--- src/rtl/special_reg_sequencer.sv ---
// Sequencer that turns control ops into writes on the special register file and services READs.
// Optional SRF_CALL_DEPTH_EN adds call-depth tracking outputs (call_depth, ret_underflow).
module special_reg_sequencer #(
   parameter int unsigned       DATA_W       = 64,
   parameter logic [DATA_W-1:0] PC_STEP      = DATA_W'(4),
   parameter logic [DATA_W-1:0] RESET_VECTOR = '0
) (
   input  logic              clk,
   input  logic              rst,
   input  logic              op_valid,
   output logic              op_ready,
   input  logic [2:0]        op_code,
   input  logic [DATA_W-1:0] op_data,
   input  logic [2:0]        op_addr,
   output logic              rsp_valid,
   output logic [DATA_W-1:0] rsp_data,
   output logic [2:0]        srf_write_reg_addr,
   output logic [DATA_W-1:0] srf_write_data,
   output logic              srf_write_enable,
   output logic [2:0]        srf_read_reg_addr,
   input  logic [DATA_W-1:0] srf_read_data,
   input  logic [DATA_W-1:0] srf_pc
`ifdef SRF_CALL_DEPTH_EN
   ,
   output logic [7:0]        call_depth,
   output logic              ret_underflow
`endif
);

   localparam logic [1:0] ST_INIT = 2'd0;
   localparam logic [1:0] ST_IDLE = 2'd1;
   localparam logic [1:0] ST_WR1  = 2'd2;
   localparam logic [1:0] ST_WR2  = 2'd3;

   localparam logic [2:0] OP_STEP    = 3'b000;
   localparam logic [2:0] OP_JUMP    = 3'b001;
   localparam logic [2:0] OP_CALL    = 3'b010;
   localparam logic [2:0] OP_RET     = 3'b011;
   localparam logic [2:0] OP_SETFLAG = 3'b100;
   localparam logic [2:0] OP_READ    = 3'b101;

   localparam logic [2:0] REG_PC   = 3'd0;
   localparam logic [2:0] REG_LINK = 3'd1;
   localparam logic [2:0] REG_FLAG = 3'd3;

   logic [1:0]        state_q, state_d;
   logic              init_wr_q, init_wr_d;
   logic              call_q, call_d;
   logic [DATA_W-1:0] target_q, target_d;
   logic              wr_en_q, wr_en_d;
   logic [2:0]        wr_addr_q, wr_addr_d;
   logic [DATA_W-1:0] wr_data_q, wr_data_d;
   logic              rsp_valid_q, rsp_valid_d;
   logic [DATA_W-1:0] rsp_data_q, rsp_data_d;
   logic              op_ready_q;

   assign op_ready           = op_ready_q;
   assign rsp_valid          = rsp_valid_q;
   assign rsp_data           = rsp_data_q;
   assign srf_write_enable   = wr_en_q;
   assign srf_write_reg_addr = wr_addr_q;
   assign srf_write_data     = wr_data_q;

   // Read port address must be valid in IDLE so RET/READ can sample at acceptance
   always_comb begin
      srf_read_reg_addr = REG_PC;
      if (state_q == ST_IDLE) begin
         if (op_code == OP_RET)       srf_read_reg_addr = REG_LINK;
         else if (op_code == OP_READ) srf_read_reg_addr = op_addr;
      end
   end

   always_ff @(posedge clk) begin
      if (rst) begin
         state_q     <= ST_INIT;
         init_wr_q   <= 1'b0;
         call_q      <= 1'b0;
         target_q    <= '0;
         wr_en_q     <= 1'b0;
         wr_addr_q   <= '0;
         wr_data_q   <= '0;
         rsp_valid_q <= 1'b0;
         rsp_data_q  <= '0;
         op_ready_q  <= 1'b0;
      end else begin
         state_q     <= state_d;
         init_wr_q   <= init_wr_d;
         call_q      <= call_d;
         target_q    <= target_d;
         wr_en_q     <= wr_en_d;
         wr_addr_q   <= wr_addr_d;
         wr_data_q   <= wr_data_d;
         rsp_valid_q <= rsp_valid_d;
         rsp_data_q  <= rsp_data_d;
         op_ready_q  <= (state_d == ST_IDLE);
      end
   end

   // Next state and the registered write/response payload for the following cycle
   always_comb begin
      state_d     = state_q;
      init_wr_d   = init_wr_q;
      call_d      = call_q;
      target_d    = target_q;
      wr_en_d     = 1'b0;
      wr_addr_d   = '0;
      wr_data_d   = '0;
      rsp_valid_d = 1'b0;
      rsp_data_d  = rsp_data_q;
      case (state_q)
         ST_INIT: begin
            // The register file has no reset: the PC load is staged, driven, then IDLE
            if (!init_wr_q) begin
               init_wr_d = 1'b1;
               wr_en_d   = 1'b1;
               wr_addr_d = REG_PC;
               wr_data_d = RESET_VECTOR;
            end else begin
               state_d = ST_IDLE;
            end
         end
         ST_IDLE: begin
            if (op_valid) begin
               state_d = ST_WR1;
               call_d  = 1'b0;
               case (op_code)
                  OP_STEP: begin
                     wr_en_d   = 1'b1;
                     wr_addr_d = REG_PC;
                     wr_data_d = srf_pc + PC_STEP;
                  end
                  OP_JUMP: begin
                     wr_en_d   = 1'b1;
                     wr_addr_d = REG_PC;
                     wr_data_d = op_data;
                  end
                  OP_CALL: begin
                     wr_en_d   = 1'b1;
                     wr_addr_d = REG_LINK;
                     wr_data_d = srf_pc + PC_STEP;
                     target_d  = op_data;
                     call_d    = 1'b1;
                  end
                  OP_RET: begin
                     wr_en_d   = 1'b1;
                     wr_addr_d = REG_PC;
                     wr_data_d = srf_read_data;
                  end
                  OP_SETFLAG: begin
                     wr_en_d   = 1'b1;
                     wr_addr_d = REG_FLAG;
                     wr_data_d = op_data;
                  end
                  OP_READ: begin
                     rsp_valid_d = 1'b1;
                     rsp_data_d  = srf_read_data;
                  end
                  default: ;
               endcase
            end
         end
         ST_WR1: begin
            call_d = 1'b0;
            if (call_q) begin
               state_d   = ST_WR2;
               wr_en_d   = 1'b1;
               wr_addr_d = REG_PC;
               wr_data_d = target_q;
            end else begin
               state_d = ST_IDLE;
            end
         end
         ST_WR2:  state_d = ST_IDLE;
         default: state_d = ST_IDLE;
      endcase
   end

`ifdef SRF_CALL_DEPTH_EN
   // Depth saturates at 255; a RET at depth 0 flags underflow but still executes
   always_ff @(posedge clk) begin
      if (rst) begin
         call_depth    <= '0;
         ret_underflow <= 1'b0;
      end else if (op_valid && op_ready_q) begin
         if (op_code == OP_CALL && call_depth != 8'hFF) begin
            call_depth <= call_depth + 8'd1;
         end else if (op_code == OP_RET) begin
            if (call_depth == 8'd0) ret_underflow <= 1'b1;
            else                    call_depth    <= call_depth - 8'd1;
         end
      end
   end
`endif

endmodule

--- config.mk ---
export PLATFORM = sky130hd
export DESIGN_NAME = special_reg_sequencer
export DESIGN_NICKNAME = d
export VERILOG_FILES = /design/src/rtl/special_reg_sequencer.sv
export SDC_FILE = /design/constraint.sdc
export NUM_CORES = 1
export LEC_CHECK = 0
export CAP_MARGIN = 40
export CORE_MARGIN = 4
export CORE_UTILIZATION = 40
export CTS_CLUSTER_SIZE = 10
export DETAILED_ROUTE_END_ITERATION = 16
export PLACE_DENSITY = 0.84
export SKIP_CTS_REPAIR_TIMING = 1
export SLEW_MARGIN = 10
export SYNTH_ARGS = -nofsm -noshare
export SYNTH_HDL_FRONTEND = slang
export SYNTH_SLANG_ARGS = --single-unit
--- constraint.sdc ---
create_clock -name clk -period 2.4 [get_ports clk]
set_clock_uncertainty 0.05 [all_clocks]
set_input_delay 0.48 -clock clk [delete_from_list [all_inputs] [get_ports clk]]
set_output_delay 0.48 -clock clk [all_outputs]
set_load 0.01 [all_outputs]
==> images/placement_by_type.png <==
The bar under the picture is 50 µm long.
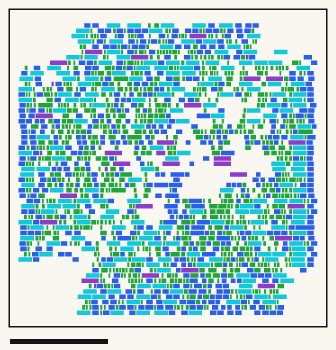
Key: green = combinational and other logic [cells 918, share of their area 35%]; cyan = sequential cells [cells 201, share of their area 27%]; blue = remaining buffers and delay cells [cells 499, share of their area 33%]; purple = clock drivers and dummy loads [cells 31, share of their area 4.5%]

==> images/sizes.png <==
The bar under the picture is 50 µm long.
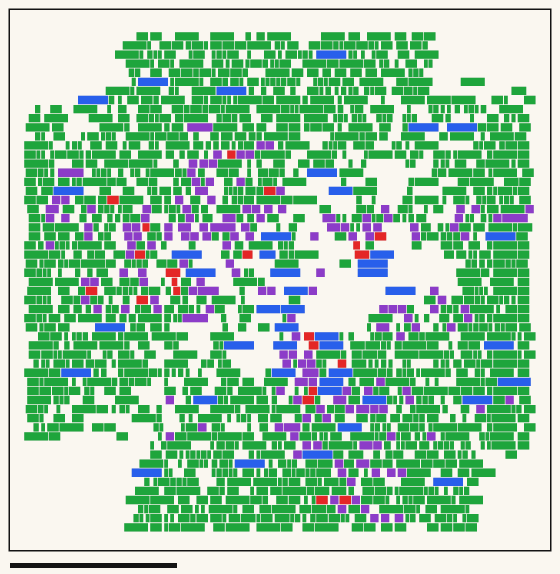
Key: purple = _3 and _4 cells [cells 167]; red = _2 cells [cells 21]; blue = _6 and larger [cells 43]; green = _0 and _1 cells [cells 1418]
Final WS setup: 0.06793 ns
nonclk buf count: 499

==> results.yml <==
# implementation run metrics
drt:
  first_iter_violations: 1116
  vias: 11190
  wire_per_inst_um: 20.31
  drt_wl_total_mm: 39.90
  viasPerCell: 5.697
  ant_nets: 0
  dr.pass1.iters: 9
synthesis:
  synth.top_cell.area_share: 0.4265
  postSynthSeqShare: 0.4265
  top_logic_kind: "AND-OR/OR-AND gates"
  synthCells: 1213
  ys_sh_adder: 0.009284
  yosys-stat-area_um2: 9434
  ys_seq_elements: 201
  xor_area_frac: 0.03899
  async_reset_ff_frac: 0
  ys.warnings.count: 0
  area_leaders: "dfxtp_1 43%, nand2_1 12%, a21oi_1 10%"
  ys_sh_aoi: 0.2410
  synth_cell_types: 63
  edf_count: 0
  fp_nets: 1421
  top_cells_by_count: "310 x nand2_1, 201 x dfxtp_1, 197 x a21oi_1"
pwr:
  p_leak_nw: 5.278
  cellPowerDensity_nw_per_um2: 551.6
  p_total_mw: 8.297
place:
  post-dp-hpwl_mm: 29.16
  gp_congestion: 0.9120
  io_buffers: 336
worst_setup_path:
  slowest_stage: "clkdlybuf4s50_1"
  crit_path_end_kind: "flip-flop"
  critical_path_required_ns: 2.73
  start_kind: "input pin"
  path_class: "in2reg"
  cpPeakStageDelay_ns: 0.51
clock_network:
  cts_tree: "built"
  cts-root-buf: "clkbuf_16"
  clock-sinks: 201
  cts_max_level: 1
  clk_pin_slew_worst_paths_ns: 0.06
  cts_buffers: 24
  clock_latency_ns: 0.52
floorplan:
  coreArea_um2: 22920
  die_width_um: 161.6
  fp.dieH_um: 161.6
  io_pins: 338
  row_count: 55
  die-area_um2: 26110
  fp_util: 0.4117
status:
  status: "finished clean"
finish:
  logic_area_um2: 5067
  drive_gt1_frac: 0.1401
  syn_to_final_growth_pct: 59.44
  fill_cells: 1844
min_path:
  hp-class: "in2reg"
flow_run:
  cap_violations: 0
  warnings: 32
global_routing:
  grt_max_degree: 66
  grt_pass1_vias: 11300
  grt_overflow: 0
  grt_antenna_before_repair: 2
  grt_pass1_wl_mm: 60.86
sta:
  fin_setup_tns_ns: 0
  rsz0062_at_grt: "yes"
  min_period_ns: 2.332
  slew_headroom: 0.4391
  fmax_mhz: 428.8
  tightest_slew_ns: 0.8202
  post-route-period-util: 0.9717
  setup-violations-final: 0
  slew_viol_final: 0
==> images/flops_by_reg.png <==
The bar under the picture is 50 µm long.
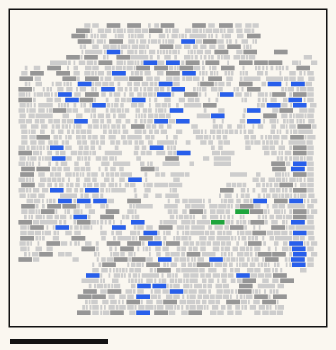
Key: blue = srf_write_data [sequential cells 64]; green = state_q [sequential cells 2]
Reg area: 4024 µm²
sequential cell power: 3.47 mW
Seq/total area: 0.2675

path summary, 6_finish.rpt:
path / from / endpoint / slack [ns] / cells past startpoint
setup / recovery: srf_pc[12] / srf_write_data[53]$_SDFF_PP0_ / 0.07 / 9
hold / removal: rst / init_wr_q$_SDFFE_PP0N_ / 0.17 / 2
setup reg to reg: state_q[1]$_SDFF_PP0_ / rsp_data[45]$_SDFFE_PP0P_ / 0.19 / 9
hold reg to reg: rsp_data[56]$_SDFFE_PP0P_ / rsp_data[56]$_SDFFE_PP0P_ / 0.40 / 2
metal layers:
metal / vias up / track usage / routed length (µm)
met4: 0 / 0.1241 / 1822
li1: 5179 / - / -
met3: 129 / 0.06864 / 3651
met5: - / 0 / 0
met2: 617 / 0.5038 / 19660
met1: 5269 / 0.3386 / 14760
power by group:
group | leakage (nW) | internal (mW) | switching (mW) | total (mW)
clock | 0.324 | 1.88 | 1.38 | 3.26
sequential | 1.62 | 3.42 | 0.0462 | 3.47
combinational | 3.33 | 0.777 | 0.790 | 1.57
total | 5.28 | 6.08 | 2.22 | 8.30
area by class of cell:
type                       count  share of cell area
sequential                   201              0.2675
clock buffer                  30             0.04350
clock inverter                 1           0.0003327
multi-input combinational    902              0.3369
timing repair buffer         499              0.3212
antenna                        3           0.0004991
tap                          313             0.02604
inverter                      16            0.003993
kinds of logic after synthesis:
group,Yosys count
AND/OR/NAND/NOR,484
flip-flops,201
XOR/XNOR,42
other,1
adder cells (fa/ha/maj),7
AND-OR/OR-AND,368
buffers and inverters,110
layout by cell type, fill, tap and decap left out, types with 4 or more instances in the layout:
cell type / netlist / layout
o21ai_1: 1 / 6
clkbuf_1: 82 / 4
o21ai_0: 44 / 39
a21oi_1: 197 / 197
o31a_1: 11 / 11
a22oi_1: 26 / 26
a222oi_1: 37 / 37
nand4_1: 15 / 15
dlymetal6s2s_1: 0 / 11
nor2_1: 46 / 43
and4_1: 6 / 5
clkbuf_16: 0 / 25
xor2_1: 16 / 16
buf_4: 1 / 147
and2_1: 5 / 4
xnor2_1: 26 / 26
nor3_1: 15 / 13
and3_1: 8 / 6
nor4_1: 24 / 22
nand2_1: 310 / 310
a211oi_1: 29 / 29
o31ai_1: 4 / 4
ha_1: 7 / 7
dfxtp_1: 201 / 201
clkdlybuf4s50_1: 0 / 324
buf_12: 0 / 16
inv_1: 16 / 16
nand3_1: 19 / 17
per-stage QoR:
step           utilization  worst slack, ns  instance area [µm²]  instances  hold WS, ns
4_1_cts             0.6509          -0.2481                14920       1961       0.1462
3_3_place_gp        0.6210          -0.7169                14230       1929       0.3875
3_5_place_dp        0.6222          -0.7154                14260       1930       0.3938
2_1_floorplan            -          0.08698                 9434       1213       0.3749
5_1_grt             0.6563         -0.05059                15040       1964       0.1735
6_report            0.6564          0.06793                15040       1965       0.1654
sequential cells by signal, summed over array words and instances (netlist names):
name	count
rsp_data	64
srf_write_data	64
target_q	64
srf_write_reg_addr	2
state_q	2
call_q	1
init_wr_q	1
op_ready	1
rsp_valid	1
srf_write_enable	1
critical path, delay by kind of cell:
kind,cells,cell delay (ns)
buffers and inverters,3,0.89
AND-OR/OR-AND,3,0.55
AND/OR/NAND/NOR,3,0.74
No activity file was given, so power comes from the tool's default toggle rates.
